File: src/rtl/dmem_pkg.sv
// rtl/dmem_pkg.sv - shared encodings, FSM state type and lane helpers for dmem_bridge
package dmem_pkg;

  localparam logic [1:0] SZ_BYTE = 2'b00;
  localparam logic [1:0] SZ_HALF = 2'b01;
  localparam logic [1:0] SZ_WORD = 2'b10;

  typedef enum logic [1:0] {IDLE, ISSUE, WAIT, RESP} state_t;

  function automatic logic [3:0] be_mask(input logic [1:0] size, input logic [1:0] lane);
    case (size)
      SZ_BYTE: be_mask = 4'b0001 << lane;
      SZ_HALF: be_mask = 4'b0011 << lane;
      default: be_mask = 4'b1111;
    endcase
  endfunction

  // Shift the addressed lane down to bit 0, then extend; word loads pass through.
  function automatic logic [31:0] load_extract(input logic [31:0] rdata, input logic [1:0] size,
                                               input logic [1:0] lane, input logic sgn);
    logic [31:0] sh;
    sh = rdata >> {lane, 3'b000};
    case (size)
      SZ_BYTE: load_extract = {{24{sgn & sh[7]}}, sh[7:0]};
      SZ_HALF: load_extract = {{16{sgn & sh[15]}}, sh[15:0]};
      default: load_extract = rdata;
    endcase
  endfunction

endpackage

File: src/rtl/dmem_lane_unit.sv
// rtl/dmem_lane_unit.sv - combinational store steering, byte enables and load extract/extend
module dmem_lane_unit
  import dmem_pkg::*;
(
  input  logic [1:0]  i_size,
  input  logic [1:0]  i_lane,
  input  logic        i_sgn,
  input  logic [31:0] i_wdata,
  input  logic [31:0] i_rdata,
  output logic [3:0]  o_be,
  output logic [31:0] o_wdata,
  output logic [31:0] o_rdata
);

  always_comb begin
    o_wdata = i_wdata;
    case (i_size)
      SZ_BYTE: o_wdata = {4{i_wdata[7:0]}};
      SZ_HALF: o_wdata = {2{i_wdata[15:0]}};
      default: o_wdata = i_wdata;
    endcase
  end

  assign o_be    = be_mask(i_size, i_lane);
  assign o_rdata = load_extract(i_rdata, i_size, i_lane, i_sgn);

endmodule

File: src/rtl/dmem_bridge.sv
// rtl/dmem_bridge.sv - CPU data port to synchronous-read DMEM bridge with sized access and faults
// Optional counters stat_loads/stat_stores/stat_faults are built when DMEM_STATS_EN is defined.
module dmem_bridge
  import dmem_pkg::*;
#(
  parameter logic [31:0] DM_BASE    = 32'h1001_0000,
  parameter int          DEPTH_LOG2 = 11,
  parameter int          RD_LAT     = 1
) (
  input  logic                  clk,
  input  logic                  rst_n,
  input  logic                  cpu_req,
  input  logic                  cpu_we,
  input  logic [1:0]            cpu_size,
  input  logic                  cpu_signed,
  input  logic [31:0]           cpu_addr,
  input  logic [31:0]           cpu_wdata,
  output logic [31:0]           cpu_rdata,
  output logic                  cpu_done,
  output logic                  cpu_fault,
  output logic                  cpu_busy,
  output logic                  mem_en,
  output logic [3:0]            mem_we,
  output logic [DEPTH_LOG2-1:0] mem_addr,
  output logic [31:0]           mem_wdata,
  input  logic [31:0]           mem_rdata
`ifdef DMEM_STATS_EN
  ,
  output logic [31:0]           stat_loads,
  output logic [31:0]           stat_stores,
  output logic [31:0]           stat_faults
`endif
);

  localparam logic [32:0] RANGE_BYTES = 33'd4 << DEPTH_LOG2;
  localparam logic [2:0]  LAT_M1      = 3'(RD_LAT - 1);

  state_t      r_state;
  logic [2:0]  r_cnt;
  logic        r_we;
  logic [1:0]  r_size;
  logic        r_sgn;
  logic [1:0]  r_lane;
  logic        r_fault;

  logic [31:0] w_off;
  logic        w_fault;
  logic        w_idle;
  logic [1:0]  w_size;
  logic [1:0]  w_lane;
  logic        w_sgn;
  logic [3:0]  w_be;
  logic [31:0] w_wdata_rep;
  logic [31:0] w_rdata_ext;

  assign w_off   = cpu_addr - DM_BASE;
  assign w_fault = (cpu_size == 2'b11)
                 || (cpu_size == SZ_HALF && cpu_addr[0])
                 || (cpu_size == SZ_WORD && cpu_addr[1:0] != 2'b00)
                 || ({1'b0, w_off} >= RANGE_BYTES);

  // Steering sees live CPU fields while accepting, latched fields afterwards.
  assign w_idle = (r_state == IDLE);
  assign w_size = w_idle ? cpu_size   : r_size;
  assign w_lane = w_idle ? w_off[1:0] : r_lane;
  assign w_sgn  = w_idle ? cpu_signed : r_sgn;

  dmem_lane_unit u_lane (
    .i_size  (w_size),
    .i_lane  (w_lane),
    .i_sgn   (w_sgn),
    .i_wdata (cpu_wdata),
    .i_rdata (mem_rdata),
    .o_be    (w_be),
    .o_wdata (w_wdata_rep),
    .o_rdata (w_rdata_ext)
  );

  always_ff @(posedge clk) begin
    if (!rst_n) begin
      r_state   <= IDLE;
      r_cnt     <= 3'd0;
      r_we      <= 1'b0;
      r_size    <= SZ_BYTE;
      r_sgn     <= 1'b0;
      r_lane    <= 2'b00;
      r_fault   <= 1'b0;
      cpu_rdata <= 32'd0;
      cpu_done  <= 1'b0;
      cpu_fault <= 1'b0;
      cpu_busy  <= 1'b0;
      mem_en    <= 1'b0;
      mem_we    <= 4'b0000;
      mem_addr  <= '0;
      mem_wdata <= 32'd0;
`ifdef DMEM_STATS_EN
      stat_loads  <= 32'd0;
      stat_stores <= 32'd0;
      stat_faults <= 32'd0;
`endif
    end else begin
      case (r_state)
        IDLE: begin
          if (cpu_req) begin
            r_we     <= cpu_we;
            r_size   <= cpu_size;
            r_sgn    <= cpu_signed;
            r_lane   <= w_off[1:0];
            r_fault  <= w_fault;
            cpu_busy <= 1'b1;
            if (w_fault) begin
              r_state   <= RESP;
              cpu_done  <= 1'b1;
              cpu_fault <= 1'b1;
              cpu_rdata <= 32'd0;
            end else begin
              r_state  <= ISSUE;
              mem_en   <= 1'b1;
              mem_addr <= w_off[DEPTH_LOG2+1:2];
              mem_we   <= cpu_we ? w_be : 4'b0000;
              if (cpu_we) begin
                mem_wdata <= w_wdata_rep;
              end
            end
          end
        end
        ISSUE: begin
          mem_en <= 1'b0;
          mem_we <= 4'b0000;
          if (r_we) begin
            r_state   <= RESP;
            cpu_done  <= 1'b1;
            cpu_rdata <= 32'd0;
          end else begin
            r_state <= WAIT;
            r_cnt   <= LAT_M1;
          end
        end
        WAIT: begin
          if (r_cnt == 3'd0) begin
            r_state   <= RESP;
            cpu_done  <= 1'b1;
            cpu_rdata <= w_rdata_ext;
          end else begin
            r_cnt <= r_cnt - 3'd1;
          end
        end
        RESP: begin
          r_state   <= IDLE;
          cpu_done  <= 1'b0;
          cpu_fault <= 1'b0;
          cpu_busy  <= 1'b0;
`ifdef DMEM_STATS_EN
          if (r_fault) begin
            stat_faults <= stat_faults + 32'd1;
          end else if (r_we) begin
            stat_stores <= stat_stores + 32'd1;
          end else begin
            stat_loads <= stat_loads + 32'd1;
          end
`endif
        end
        default: r_state <= IDLE;
      endcase
    end
  end

endmodule

File: config.mk
export PLATFORM = sky130hd
export DESIGN_NAME = dmem_bridge
export DESIGN_NICKNAME = d
export VERILOG_FILES = /design/src/rtl/dmem_pkg.sv /design/src/rtl/dmem_lane_unit.sv /design/src/rtl/dmem_bridge.sv
export SDC_FILE = /design/constraint.sdc
export NUM_CORES = 1
export LEC_CHECK = 0
export CAP_MARGIN = 10
export CORE_ASPECT_RATIO = 2
export CORE_MARGIN = 5
export CORE_UTILIZATION = 35
export DETAILED_ROUTE_END_ITERATION = 8
export PLACE_DENSITY = 0.66
export SYNTH_ARGS = -nofsm -noshare
export SYNTH_HDL_FRONTEND = slang
export SYNTH_SLANG_ARGS = --single-unit
File: constraint.sdc
create_clock -name clk -period 3.4 [get_ports clk]
set_input_delay 0.51 -clock clk [delete_from_list [all_inputs] [get_ports clk]]
set_output_delay 0.51 -clock clk [all_outputs]
set_load 0.005 [all_outputs]
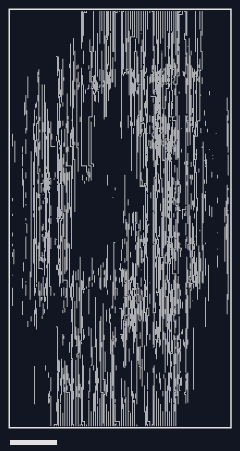
Fig. 1. Signal wires on met2 (run 1).
The bar under the picture is 20 um long.
longest straight run: 68.3 um
wire length on this layer: 9710 um
share of all routed wire: 56%
main direction: vertical
nets with wire on the layer: 704
total vias in the final route: 4994
WL final: 17400 um

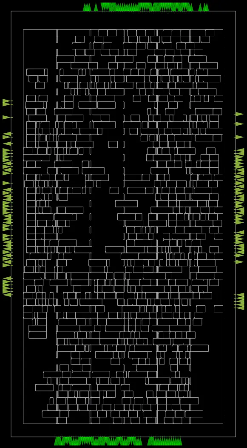
Fig. 2. Placed standard cells (run 1).
register share of the cell area: 26.4%
CORE AREA: 13500 um2
number of standard cells in the layout, taps in and fillers out: 885
number of tap cells inserted: 155

==> impl_table.tex, run 1 <==
% Table of physical implementation metrics
\begin{tabular}{lr}
\hline
Metric & Value \\
\hline
\multicolumn{2}{l}{\textbf{Status}} \\
Outcome & completed \\
\multicolumn{2}{l}{\textbf{Worst setup path}} \\
CP Data Required Time & 3650 ps \\
Worst Reg2Reg Path Length in Cells & 9 \\
\multicolumn{2}{l}{\textbf{Synthesis}} \\
Share of the yosys chip area belonging to registers & 38.9\% \\
Complex Gates by Area & approximately 22\% \\
Post-synthesis area per instance & 8.76 um2 \\
Synth Area in XOR/XNOR & 0.181\% \\
\multicolumn{2}{l}{\textbf{GRT}} \\
Maximum number of pins on one net before global-route repair & 35 \\
Via count of the first global-routing pass & 5086 \\
Wire length of the first global-routing pass & $\sim$27000 um \\
Met2 track utilization from global routing & just over 40\% \\
Global route total overflow & 0 \\
\multicolumn{2}{l}{\textbf{Timing}} \\
Final critical-path required period & between 2000 and 3000 ps \\
RSZ-0062 raised after global routing & false \\
Worst clock skew & $\sim$12 ps \\
Number of setup violations in the final report & 0 \\
Post-route worst hold slack & 467 ps \\
\multicolumn{2}{l}{\textbf{Min path}} \\
Hold-critical path depth & 2 \\
Worst hold-check path type & reg2reg \\
\multicolumn{2}{l}{\textbf{Routing}} \\
DR vias/cell & 5.64 \\
First DRT Iteration DRCs & 264 \\
Top layer reached by signal wires & met4 \\
\multicolumn{2}{l}{\textbf{Layout}} \\
Multi-input gate share of total cell area & between 30\% and 40\% \\
Registers & roughly 94 \\
Number of non-clock inverters in the layout & 12 \\
Fraction of area in non-clock buffers & roughly 28\% \\
\multicolumn{2}{l}{\textbf{Die}} \\
Top-Level Pins & 186 \\
\multicolumn{2}{l}{\textbf{Power}} \\
Power consumed by sequential cells & around 1300 uW \\
Combinational logic power & 2140 uW \\
Post-layout power & $\sim$4400 uW \\
\multicolumn{2}{l}{\textbf{Place}} \\
Cell area reported after detailed placement & 6850 um2 \\
Sum of net half-perimeters after detailed placement & approximately 14000 um \\
\multicolumn{2}{l}{\textbf{Clock network}} \\
CTS H-Tree Depth & 3 \\
\multicolumn{2}{l}{\textbf{Run}} \\
Tool warnings & 30 \\
\hline
\end{tabular}
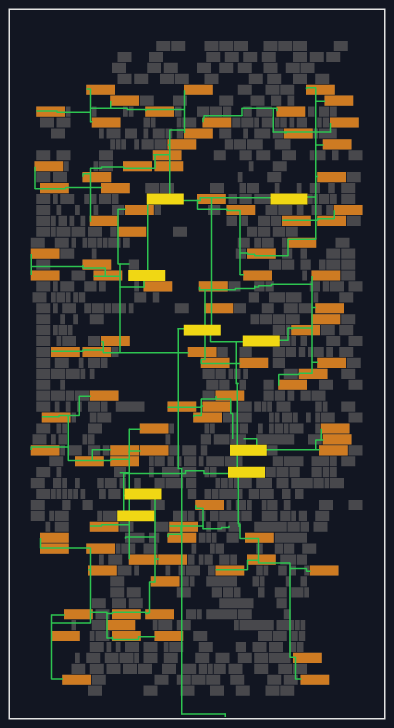
Fig. 3. Clock distribution (run 1).
legend:
  green:
    item: clock wires
    length: 1270 um
  orange:
    item: flip-flops
    count: 94
  yellow:
    item: clock drivers
    count: 9
routed clock nets: 10

Fig. 4: run 1, placement by cell class
The bar under the picture is 20 um long. Fill, decap, tap and diode cells in gray.
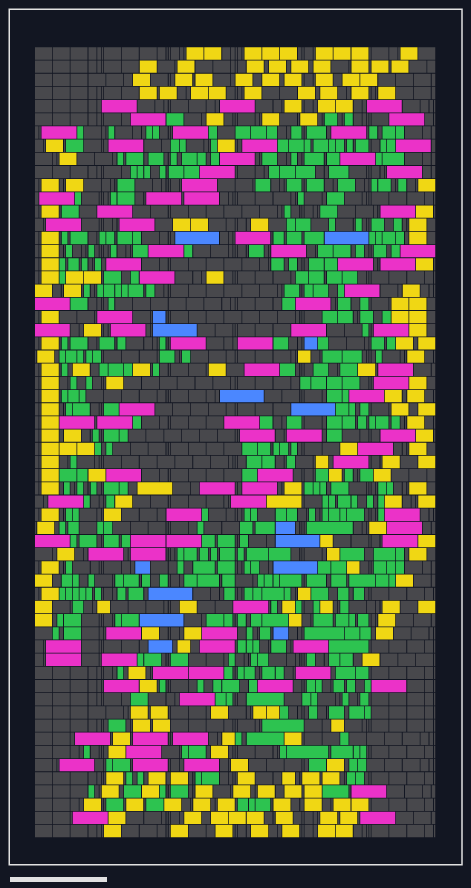

==> inputs of run 2 (changes only) <==
==> constraint.sdc (replaced) <==
create_clock -name clk -period 3.4 [get_ports clk]
set_input_delay 0.51 -clock clk [delete_from_list [all_inputs] [get_ports clk]]
set_output_delay 0.51 -clock clk [all_outputs]
set_load 0.1 [all_outputs]
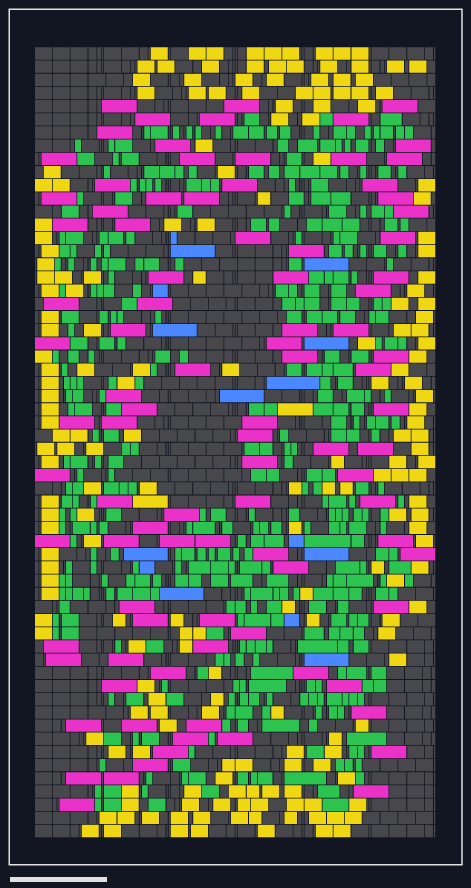
Fig. 5. Placement by cell class (run 2).
The bar under the picture is 20 um long. Fill, decap, tap and diode cells in gray.
legend:
  green:
    class: combinational and other logic
    cells: 417
    share_of_their_area: 40%
  magenta:
    class: flops
    cells: 94
    share_of_their_area: 27%
  yellow:
    class: other buffers and delay cells
    cells: 202
    share_of_their_area: 29%
  blue:
    class: clock drivers and dummy loads
    cells: 15
    share_of_their_area: 4.3%

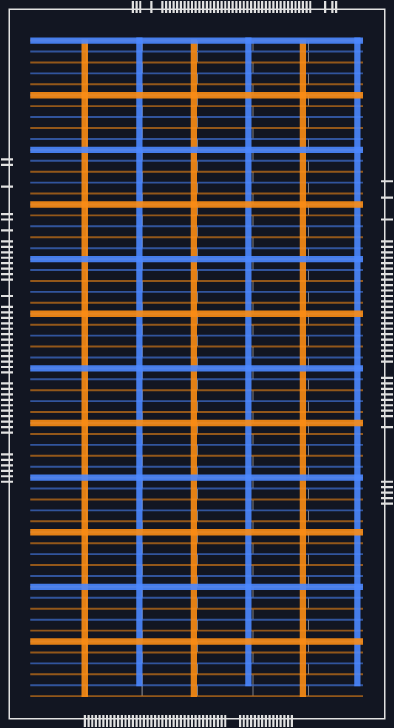
Fig. 6. Power grid (run 2).
Pins as bars on the die edge. Tap cells in gray.
legend:
  orange:
    net: VSS
  blue:
    net: VDD
signal pins: 186
met4 straps: 6
tap cells: 155
rows: 60
met5 straps: 12

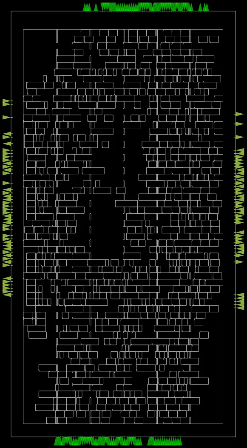
Fig. 7. Placed standard cells (run 2).
number of standard cells in the layout, taps in and fillers out: 883
number of inserted filler cells in the final layout: 1310
register share of the cell area: 26.5%
registers: 94
cell row count: 60

==> impl_table.tex, run 2 <==
% Table of physical implementation metrics
\begin{tabular}{lr}
\hline
Metric & Value \\
\hline
\multicolumn{2}{l}{\textbf{Place}} \\
Cell area reported after detailed placement & 6810 um2 \\
Sum of net half-perimeters after detailed placement & 13200 um \\
\multicolumn{2}{l}{\textbf{Die}} \\
CORE AREA & 13500 um2 \\
Number of tap cells inserted & 155 \\
Top-Level Pins & 186 \\
\multicolumn{2}{l}{\textbf{Timing}} \\
Number of setup violations in the final report & 0 \\
Post-route worst hold slack & 465 ps \\
Final critical-path required period & 2890 ps \\
Worst clock skew & approximately 7.5 ps \\
RSZ-0062 raised after global routing & false \\
\multicolumn{2}{l}{\textbf{Synthesis}} \\
Number of storage elements in the synthesis netlist & 94 \\
Post-synthesis area per instance & 8.76 um2 \\
Complex Gates by Area & $\sim$22\% \\
Synth Area in XOR/XNOR & 0.181\% \\
\multicolumn{2}{l}{\textbf{Worst setup path}} \\
CP Data Required Time & 3640 ps \\
\multicolumn{2}{l}{\textbf{Power}} \\
Post-layout power & 4940 uW \\
Power consumed by sequential cells & between 1000 and 1500 uW \\
Combinational logic power & 2630 uW \\
\multicolumn{2}{l}{\textbf{Routing}} \\
WL final & 16900 um \\
Wire per inst & 19.2 um \\
First DRT Iteration DRCs & $\sim$210 \\
Top layer reached by signal wires & met4 \\
Total vias in the final route & 4945 \\
DR vias/cell & 5.60 \\
\multicolumn{2}{l}{\textbf{GRT}} \\
Via count of the first global-routing pass & 5009 \\
Met2 track utilization from global routing & 39.5\% \\
Global route total overflow & 0 \\
Wire length of the first global-routing pass & 26300 um \\
Maximum number of pins on one net before global-route repair & 35 \\
\multicolumn{2}{l}{\textbf{Status}} \\
Outcome & completed \\
\multicolumn{2}{l}{\textbf{Layout}} \\
Number of non-clock inverters in the layout & 12 \\
Final core utilization & 52.6\% \\
Fraction of area in non-clock buffers & 27.8\% \\
\multicolumn{2}{l}{\textbf{Min path}} \\
Worst hold-check path type & reg2reg \\
Hold-critical path depth & 2 \\
\multicolumn{2}{l}{\textbf{Clock network}} \\
CTS H-Tree Depth & 3 \\
\hline
\end{tabular}
Fig. 8: run 2, clock distribution
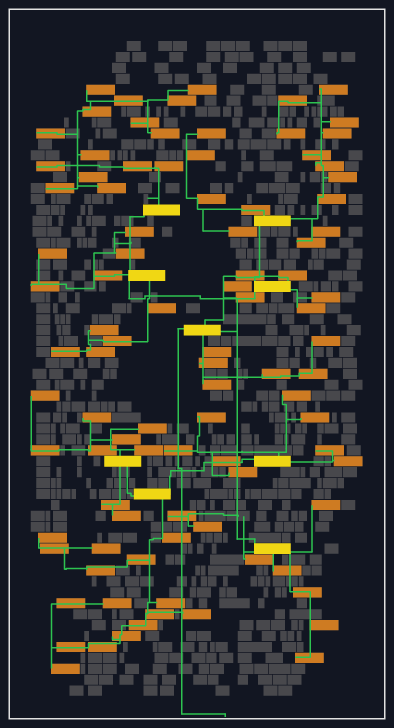

==> inputs of run 3 (changes only) <==
==> constraint.sdc (replaced) <==
create_clock -name clk -period 2.7 [get_ports clk]
set_input_delay 0.405 -clock clk [delete_from_list [all_inputs] [get_ports clk]]
set_output_delay 0.405 -clock clk [all_outputs]
set_load 0.1 [all_outputs]
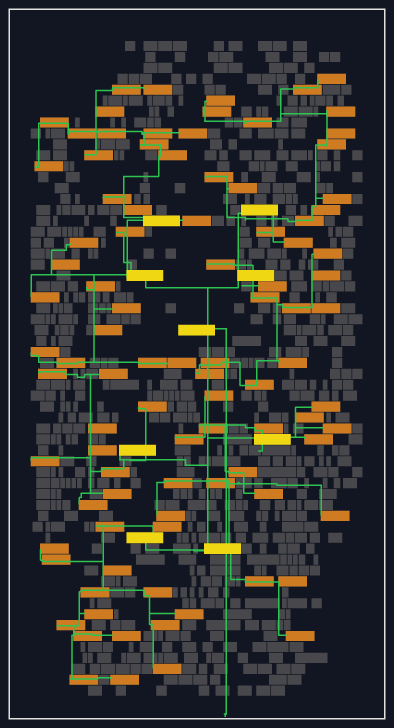
Fig. 9. Clock distribution (run 3).
legend:
  green:
    item: clock wires
    length: 1280 um
  orange:
    item: flip-flops
    count: 94
  yellow:
    item: clock drivers
    count: 9
routed clock nets: 10
flops lie: spread over the die

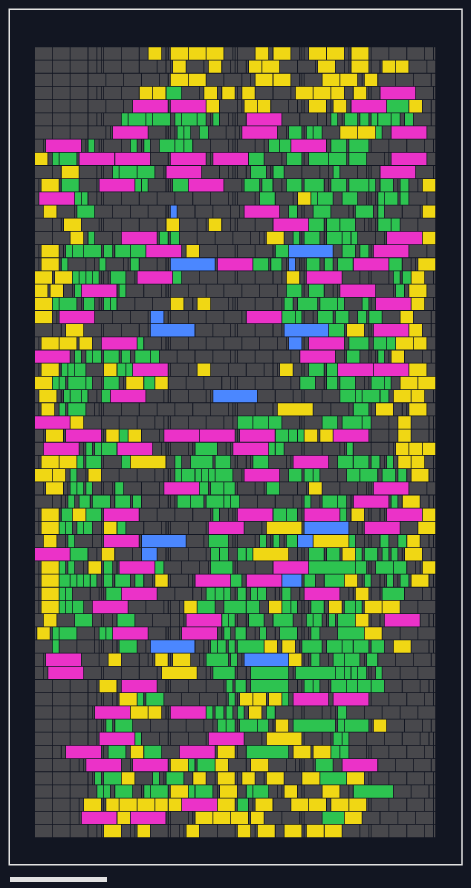
Fig. 10. Placement by cell class (run 3).
The bar under the picture is 20 um long. Fill, decap, tap and diode cells in gray.
legend:
  magenta:
    class: flops
    cells: 94
    share_of_their_area: 27%
  yellow:
    class: other buffers and delay cells
    cells: 217
    share_of_their_area: 29%
  green:
    class: combinational and other logic
    cells: 417
    share_of_their_area: 40%
  blue:
    class: clock drivers and dummy loads
    cells: 16
    share_of_their_area: 4.0%

==> impl_table.tex, run 3 <==
% Table of physical implementation metrics
\begin{tabular}{lr}
\hline
Metric & Value \\
\hline
\multicolumn{2}{l}{\textbf{Status}} \\
Outcome & completed \\
\multicolumn{2}{l}{\textbf{Min path}} \\
Worst hold-check path type & reg2reg \\
Hold-critical path depth & 2 \\
\multicolumn{2}{l}{\textbf{Synthesis}} \\
Chip Area, Yosys & a little under 5000 um2 \\
Count of warnings emitted by yosys & 0 \\
Share of the yosys chip area belonging to registers & 38.9\% \\
Synth Area in XOR/XNOR & less than 1\% \\
Largest area contributor in the netlist & dfxtp\_1 \\
Number of storage elements in the synthesis netlist & 94 \\
Complex Gates by Area & 22.5\% \\
Post-synthesis area per instance & 8.76 um2 \\
\multicolumn{2}{l}{\textbf{Die}} \\
Number of tap cells inserted & 155 \\
Cell row count & 60 \\
Die Footprint & 16400 um2 \\
CORE AREA & 13500 um2 \\
Top-Level Pins & $\sim$190 \\
\multicolumn{2}{l}{\textbf{Place}} \\
Cell area reported after detailed placement & 6800 um2 \\
Gp weighted congestion & 0.889 \\
Sum of net half-perimeters after detailed placement & 13500 um \\
\multicolumn{2}{l}{\textbf{Layout}} \\
Number of non-clock inverters in the layout & 12 \\
Final core utilization & 52.4\% \\
Total inserted antenna cells & 0 \\
Fraction of area in non-clock buffers & 27.8\% \\
Registers & 94 \\
Number of inserted filler cells in the final layout & 1271 \\
Number of standard cells in the layout, taps in and fillers out & 899 \\
Multi-input gate share of total cell area & 38.3\% \\
\multicolumn{2}{l}{\textbf{GRT}} \\
Global route total overflow & 0 \\
Wire length of the first global-routing pass & 27100 um \\
Maximum number of pins on one net before global-route repair & 35 \\
Initial antenna violation count & 0 \\
Via count of the first global-routing pass & 5155 \\
\multicolumn{2}{l}{\textbf{Power}} \\
Combinational logic power & 3500 uW \\
Power consumed by sequential cells & 1630 uW \\
Post-layout power & 6340 uW \\
\multicolumn{2}{l}{\textbf{Timing}} \\
Post-route worst hold slack & roughly 470 ps \\
RSZ-0062 raised after global routing & false \\
Minimum setup slack in the final design & 160 ps \\
Max Slew Vio Count & 0 \\
Worst clock skew & 9.69 ps \\
Final critical-path required period & 2540 ps \\
Number of setup violations in the final report & 0 \\
\multicolumn{2}{l}{\textbf{Routing}} \\
Wire per inst & 19.3 um \\
DR vias/cell & 5.59 \\
Top layer reached by signal wires & met4 \\
\multicolumn{2}{l}{\textbf{Clock network}} \\
CTS H-Tree Depth & 3 \\
\multicolumn{2}{l}{\textbf{Run}} \\
Tool warnings & 30 \\
Max-cap violations & 0 \\
\multicolumn{2}{l}{\textbf{Worst setup path}} \\
Setup slack on the worst flop-to-flop path & 160 ps \\
Worst Reg2Reg Path Length in Cells & 10 \\
\hline
\end{tabular}
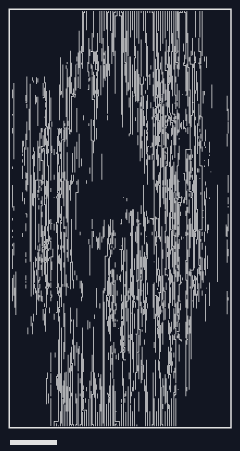
Fig. 11. Signal wires on met2 (run 3).
The bar under the picture is 20 um long.
met2 track utilization from global routing: 39.4%
WL final: 17300 um
total vias in the final route: 5024

Power and IR drop assume default switching activity.
